<file path="src/rtl/ads1281_result_avg_pkg.sv">
// Shared constants and FSM state type for the ADS1281 result averager.
package ads1281_result_avg_pkg;

    localparam int unsigned DATA_WIDTH_DEF = 24;
    localparam int unsigned MAX_LOG2_DEF   = 7;
    localparam int unsigned ACC_WIDTH_DEF  = DATA_WIDTH_DEF + MAX_LOG2_DEF;

    typedef enum logic {
        IDLE  = 1'b0,
        ACCUM = 1'b1
    } state_t;

    // Accumulator holds up to 2^max_log2 full-scale samples without overflow.
    function automatic int unsigned acc_width(input int unsigned dw, input int unsigned ml);
        return dw + ml;
    endfunction

endpackage

</file>
<file path="src/rtl/ads1281_result_avg_acc.sv">
// Accumulate / round / shift datapath of the result averager.
// Define ADS1281_RESULT_AVG_ROUND_EN for round-half-up; otherwise the shift truncates.
module ads1281_result_avg_acc
    import ads1281_result_avg_pkg::*;
#(
    parameter int unsigned DATA_WIDTH = DATA_WIDTH_DEF,
    parameter int unsigned MAX_LOG2   = MAX_LOG2_DEF
) (
    input  logic                  clk_i,
    input  logic                  rst_n_i,
    input  logic                  first_i,
    input  logic                  upd_i,
    input  logic                  clr_i,
    input  logic [DATA_WIDTH-1:0] data_i,
    input  logic [2:0]            shift_i,
    output logic [DATA_WIDTH-1:0] result_o
);

    localparam int unsigned ACC_W = acc_width(DATA_WIDTH, MAX_LOG2);

    logic signed [ACC_W-1:0] acc_q, acc_d;
    logic signed [ACC_W-1:0] ext, base, sum, biased, shifted;
    logic                    unused_hi;

    always_comb begin
        ext  = {{MAX_LOG2{data_i[DATA_WIDTH-1]}}, data_i};
        // A new block starts from zero even if a stale partial sum is still held.
        base = first_i ? '0 : acc_q;
        sum  = base + ext;
`ifdef ADS1281_RESULT_AVG_ROUND_EN
        biased = (shift_i != 3'd0) ? sum + (ACC_W'(1) << (shift_i - 3'd1)) : sum;
`else
        biased = sum;
`endif
        shifted   = biased >>> shift_i;
        result_o  = shifted[DATA_WIDTH-1:0];
        unused_hi = ^shifted[ACC_W-1:DATA_WIDTH];

        acc_d = acc_q;
        if (upd_i) begin
            acc_d = sum;
        end else if (clr_i) begin
            acc_d = '0;
        end
    end

    always_ff @(posedge clk_i) begin
        if (!rst_n_i) begin
            acc_q <= '0;
        end else begin
            acc_q <= acc_d;
        end
    end

endmodule

</file>
<file path="src/rtl/ads1281_result_avg.sv">
// Block averager for ADS1281 filter results: averages 2^k samples, aborts on k change.
// Optional round-half-up via macro ADS1281_RESULT_AVG_ROUND_EN.
module ads1281_result_avg
    import ads1281_result_avg_pkg::*;
#(
    parameter int unsigned DATA_WIDTH = DATA_WIDTH_DEF,
    parameter int unsigned MAX_LOG2   = MAX_LOG2_DEF
) (
    input  logic                  clk_i,
    input  logic                  rst_n_i,
    input  logic [DATA_WIDTH-1:0] data_i,
    input  logic                  en_i,
    input  logic [2:0]            avg_log2_i,
    output logic [DATA_WIDTH-1:0] data_o,
    output logic                  en_o,
    output logic                  abort_o
);

    localparam int unsigned CW = MAX_LOG2 + 1;

    state_t                state_q, state_d;
    logic [2:0]            k_q, k_d, k_eff, shift;
    logic [CW-1:0]         cnt_q, cnt_d, cnt_base;
    logic [DATA_WIDTH-1:0] data_q, data_d, result;
    logic                  en_q, en_d, abort_q, abort_d;
    logic                  abort, first, last, acc_upd, acc_clr;

    ads1281_result_avg_acc #(
        .DATA_WIDTH (DATA_WIDTH),
        .MAX_LOG2   (MAX_LOG2)
    ) u_acc (
        .clk_i    (clk_i),
        .rst_n_i  (rst_n_i),
        .first_i  (first),
        .upd_i    (acc_upd),
        .clr_i    (acc_clr),
        .data_i   (data_i),
        .shift_i  (shift),
        .result_o (result)
    );

    always_comb begin
        k_eff    = (32'(avg_log2_i) > MAX_LOG2) ? 3'(MAX_LOG2) : avg_log2_i;
        abort    = (state_q == ACCUM) && (k_eff != k_q);
        first    = (state_q == IDLE) || abort;
        shift    = first ? k_eff : k_q;
        cnt_base = first ? '0 : cnt_q;
        last     = (cnt_base + CW'(1)) == (CW'(1) << shift);

        state_d = state_q;
        cnt_d   = cnt_q;
        k_d     = k_q;
        data_d  = data_q;
        en_d    = 1'b0;
        abort_d = abort;
        acc_upd = 1'b0;
        acc_clr = 1'b0;

        if (abort) begin
            state_d = IDLE;
            cnt_d   = '0;
            acc_clr = 1'b1;
        end
        if (en_i) begin
            if (last) begin
                state_d = IDLE;
                cnt_d   = '0;
                acc_clr = 1'b1;
                // A k=0 sample arriving with an abort is dropped so en_o never coincides with abort_o.
                if (!abort) begin
                    data_d = result;
                    en_d   = 1'b1;
                end
            end else begin
                acc_upd = 1'b1;
                cnt_d   = cnt_base + CW'(1);
                state_d = ACCUM;
                if (first) begin
                    k_d = k_eff;
                end
            end
        end
    end

    always_ff @(posedge clk_i) begin
        if (!rst_n_i) begin
            state_q <= IDLE;
            cnt_q   <= '0;
            k_q     <= '0;
            data_q  <= '0;
            en_q    <= 1'b0;
            abort_q <= 1'b0;
        end else begin
            state_q <= state_d;
            cnt_q   <= cnt_d;
            k_q     <= k_d;
            data_q  <= data_d;
            en_q    <= en_d;
            abort_q <= abort_d;
        end
    end

    assign data_o  = data_q;
    assign en_o    = en_q;
    assign abort_o = abort_q;

endmodule

</file>
<file path="config.mk">
export PLATFORM = sky130hd
export DESIGN_NAME = ads1281_result_avg
export DESIGN_NICKNAME = d
export VERILOG_FILES = /design/src/rtl/ads1281_result_avg_pkg.sv /design/src/rtl/ads1281_result_avg_acc.sv /design/src/rtl/ads1281_result_avg.sv
export SDC_FILE = /design/constraint.sdc
export NUM_CORES = 1
export LEC_CHECK = 0
export CORE_UTILIZATION = 40
export DETAILED_ROUTE_END_ITERATION = 6
export PLACE_DENSITY = 0.57
export SYNTH_ARGS = -nofsm -noshare
export SYNTH_HDL_FRONTEND = slang
export SYNTH_SLANG_ARGS = --single-unit
</file>
<file path="constraint.sdc">
create_clock -name clk_i -period 15.2 [get_ports clk_i]
set_clock_uncertainty 0.15 [all_clocks]
set_input_delay 3.04 -clock clk_i [delete_from_list [all_inputs] [get_ports clk_i]]
set_output_delay 3.04 -clock clk_i [all_outputs]
set_load 0.05 [all_outputs]
</file>
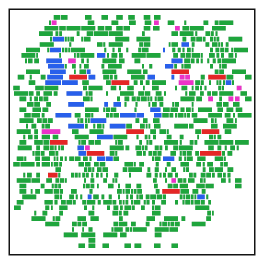
Run 1: cells by drive strength
Scale: 2 px per um.
[drive 2] blue | cells: 38 | share: 5.1%
[drive 3 to 4] magenta | cells: 14 | share: 1.9%
[drive 6 and up] red | cells: 11 | share: 1.5%
[drive 1 or less] green | cells: 683 | share: 92%
area of all placed cells without fillers: 6690 um^2
Setup WS post-layout: 7530 ps

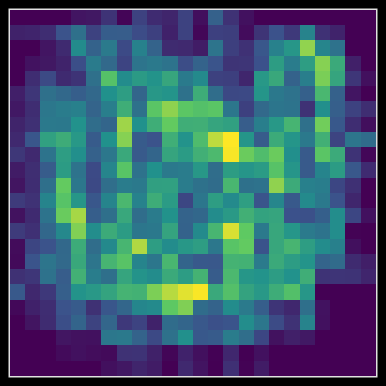
Run 1: routed metal per tile
Scale: 3 px per um. 24 x 24 tiles, from dark purple (low) to yellow (high), scaled to the fullest tile. Values are wire area over tile area, all layers added.
mean over tiles: 0.18
tiles over half the peak: 27%
fullest tile: 0.55
densest ninth of the die: centre
emptiest ninth of the die: lower right
total vias in the final route: 5574
total global routing track utilization: 24.0%
total wire length: 17100 um

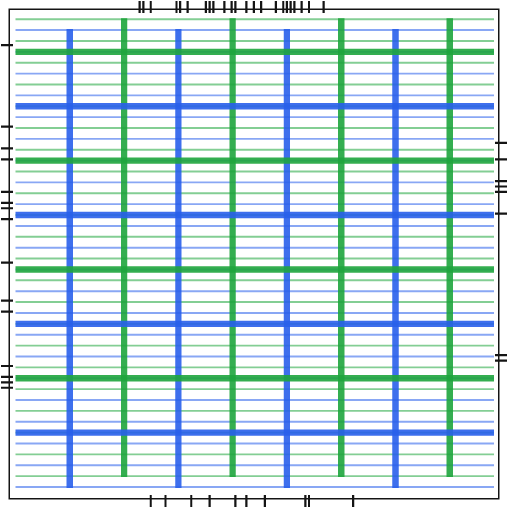
Run 1: PDN straps and rails
Scale: 4 px per um. Pins as bars on the die edge.
[VDD] green
[VSS] blue
met5 straps: 8
met4 straps: 8
met1 rails: 44
rows: 43
signal pins: 56
die x size: 122 um
Max IR drop VDD: 0.0000516 V
core area: 14000 um^2

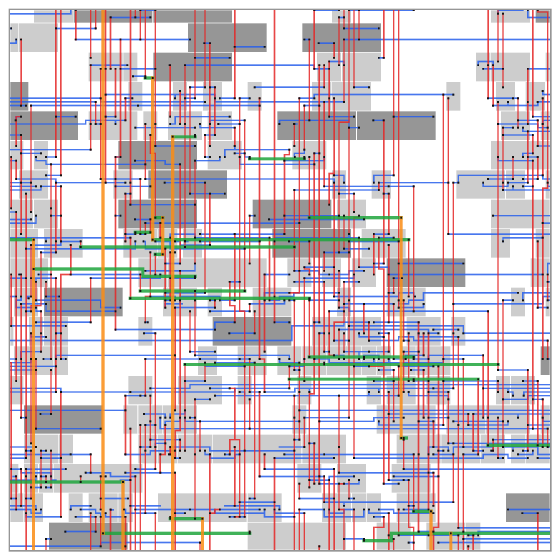
Run 1: a small window of the routed layout
Window x 36 to 86, y 60 to 110 um. Cells in grey, sequential cells in the stronger grey; small squares are vias.
[met2] red
[met4] orange
[met1] blue
[met3] green
sequential cells in the window: 17
cells with their middle in the window: 139
netlist names of flops here include: data_o (15), u_acc.acc_q (2)
most frequent: nand2_1 (17), dfxtp_1 (17), nor2_1 (10)

==> run notes, run 1 <==
fresh numbers from the pnr run: busiest metal layer after global routing met2, outcome finished clean, number of antenna violations at the first check in global routing 0, total power draw 0.000507 W, synthesized netlist net count 778, global routing usage on met3 3.79%, R2R Setup Slk 10570 ps, nature of the critical path endpoint flip-flop, worst-margin pin slew 944 ps, clock tree from TritonCTS done, combinational group share of total power 20.4%, Setup TNS Final 0 ps, critical path type in -> reg, warning count from the yosys run 0, count of antenna-violating nets left after detailed routing 0, Area growth syn-to-layout 16.1%, combined buffer and inverter count along the critical path 3, vias per std cell 6.02, yosys cell count 716, number of buffers on the longest clock path 2, net switching power of the design 0.000148 W
## run 1: cells in the final DEF (no fill, tap or decap), types with 15 or more instances in the layout
cell type	Yosys	routed
sky130_fd_sc_hd__nand3_1	25	25
sky130_fd_sc_hd__xor2_1	15	15
sky130_fd_sc_hd__o21ai_0	30	30
sky130_fd_sc_hd__a22oi_1	33	33
sky130_fd_sc_hd__xnor2_1	23	23
sky130_fd_sc_hd__nor2_1	76	76
sky130_fd_sc_hd__dfxtp_1	69	69
sky130_fd_sc_hd__and2_1	36	36
sky130_fd_sc_hd__nand2_1	69	69
sky130_fd_sc_hd__clkdlybuf4s50_1	0	55
sky130_fd_sc_hd__a21oi_1	43	42
sky130_fd_sc_hd__ha_1	31	31
## run 1: worst max-delay path by stage
stage,startpoint,to,slack [ps],cells after the start
2_1_floorplan,avg_log2_i[2],data_o[14],8070,18
3_3_place_gp,avg_log2_i[2],data_o[14],7290,17
3_5_place_dp,avg_log2_i[2],data_o[14],7230,17
4_1_cts,avg_log2_i[2],data_o[14],7570,17
5_1_grt,avg_log2_i[2],data_o[14],7150,16
6_report,avg_log2_i[2],data_o[14],7530,16
## run 1: kinds of logic after synthesis
kind of cell,after synthesis,share of synthesized area [%]
DFF,69,24.0
muxes,34,9.08
xor gates and xnor gates,38,5.78
AOI/OAI and AO/OA,213,26.7
adders and majority gates,32,7.08
buffers and inverters,66,4.78
and+or+nand+nor,264,22.6
## run 1: cell type report
type | instances | area (um^2) | share of cell area, %
sequential | 69 | 1380 | 20.7
clock inverter | 4 | 50.0 | 0.749
clock buffer | 10 | 239 | 3.57
tap | 180 | 225 | 3.37
timing repair buffer | 64 | 618 | 9.24
multi-input combinational | 581 | 4110 | 61.4
inverter | 18 | 67.6 | 1.01
Run 1, cell placement:
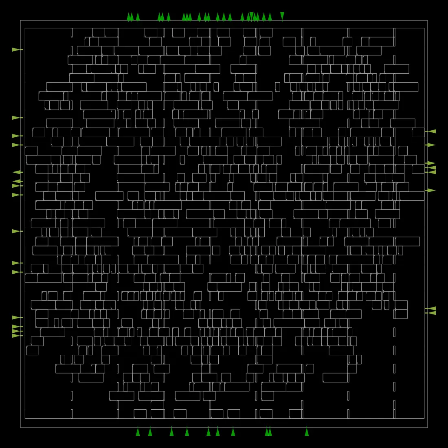

==> run 2: changes to the inputs <==
Clock period 15.2 ns to 7.2 ns, I/O delays scaled along.
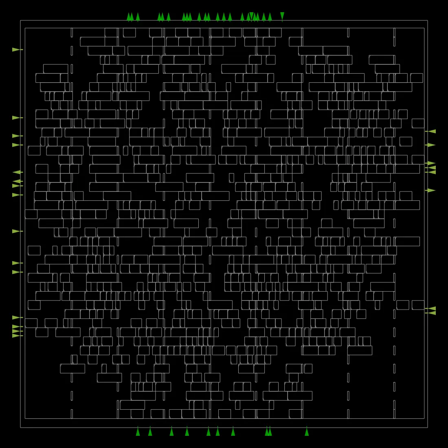
Run 2: cell placement
number of tap instances: 180
fillcell total: 1389
Post-Layout Cell Count: 930

==> run notes, run 2 <==
fresh numbers from the pnr run: number of antenna violations at the first check in global routing 0, R2R Setup Slk 2640 ps, vias per std cell 6.05, total power draw 0.00106 W, total wire length 17400 um, Area growth syn-to-layout 16.5%, synthesized netlist net count 778, dominant logic cell type in the layout sky130_fd_sc_hd__nor2_1, outcome finished clean, count of antenna-violating nets left after detailed routing 0, Crit. path cell count 15, worst-margin pin slew 829 ps, yosys cell count 716, clock tree from TritonCTS done, number of buffers on the longest clock path 2, Setup TNS Final 0 ps, combinational group share of total power 20.8%, Max IR drop VDD 0.000101 V, total vias in the final route 5623, die x size 122 um, critical path type in -> reg, total global routing track utilization 24.8%
[run 2: cell counts after synthesis]
No cell type changed its count.
[run 2: layout make-up]
class / instances / area, um^2 / share of cell area, %
Clock buffer: 12 / 267 / 3.97
Tap cell: 180 / 225 / 3.36
Inverter: 18 / 67.6 / 1.01
Sequential cell: 69 / 1380 / 20.6
Multi-Input combinational cell: 581 / 4110 / 61.2
Clock inverter: 3 / 20.0 / 0.299
Timing Repair Buffer: 67 / 641 / 9.55
[run 2: final timing paths]
path | start | endpoint
worst min register to register | u_acc.acc_q[29] | u_acc.acc_q[29]
worst max register to register | k_q[0] | data_o[14]
worst min-delay path | u_acc.acc_q[29] | u_acc.acc_q[29]
worst max-delay path | avg_log2_i[0] | data_o[14]
[run 2: cell families after synthesis]
logic type                 count (synthesis)  synth area share [%]
and+or+nand+nor                          264                  22.6
AOI/OAI and AO/OA                        213                  26.7
DFF                                       69                  24.0
buffers and inverters                     66                  4.78
xor gates and xnor gates                  38                  5.78
muxes                                     34                  9.08
adders and majority gates                 32                  7.08
[run 2: through the flow]
step	instance area (um^2)	util, %	setup WS [ps]	hold WS [ps]	std cells
global route	6710	47.9	1120	314	930
detailed placement	6420	45.9	1110	290	915
finish	6710	47.9	1410	297	930
CTS	6710	47.9	1440	298	930
floorplan	5760	-	1670	277	716
global placement	6420	45.9	1220	287	915
[run 2: metal layers]
layer | GRT usage (%) | vias to the layer above | part of all wire [%]
li1 | - | 2718 | -
met1 | 30.9 | 2714 | 44
met2 | 42.4 | 164 | 49
met3 | 4.63 | 27 | 4.5
met4 | 9.03 | 0 | 2.4
met5 | 0 | - | 0
No activity file was given, so power comes from the tool's default toggle rates.
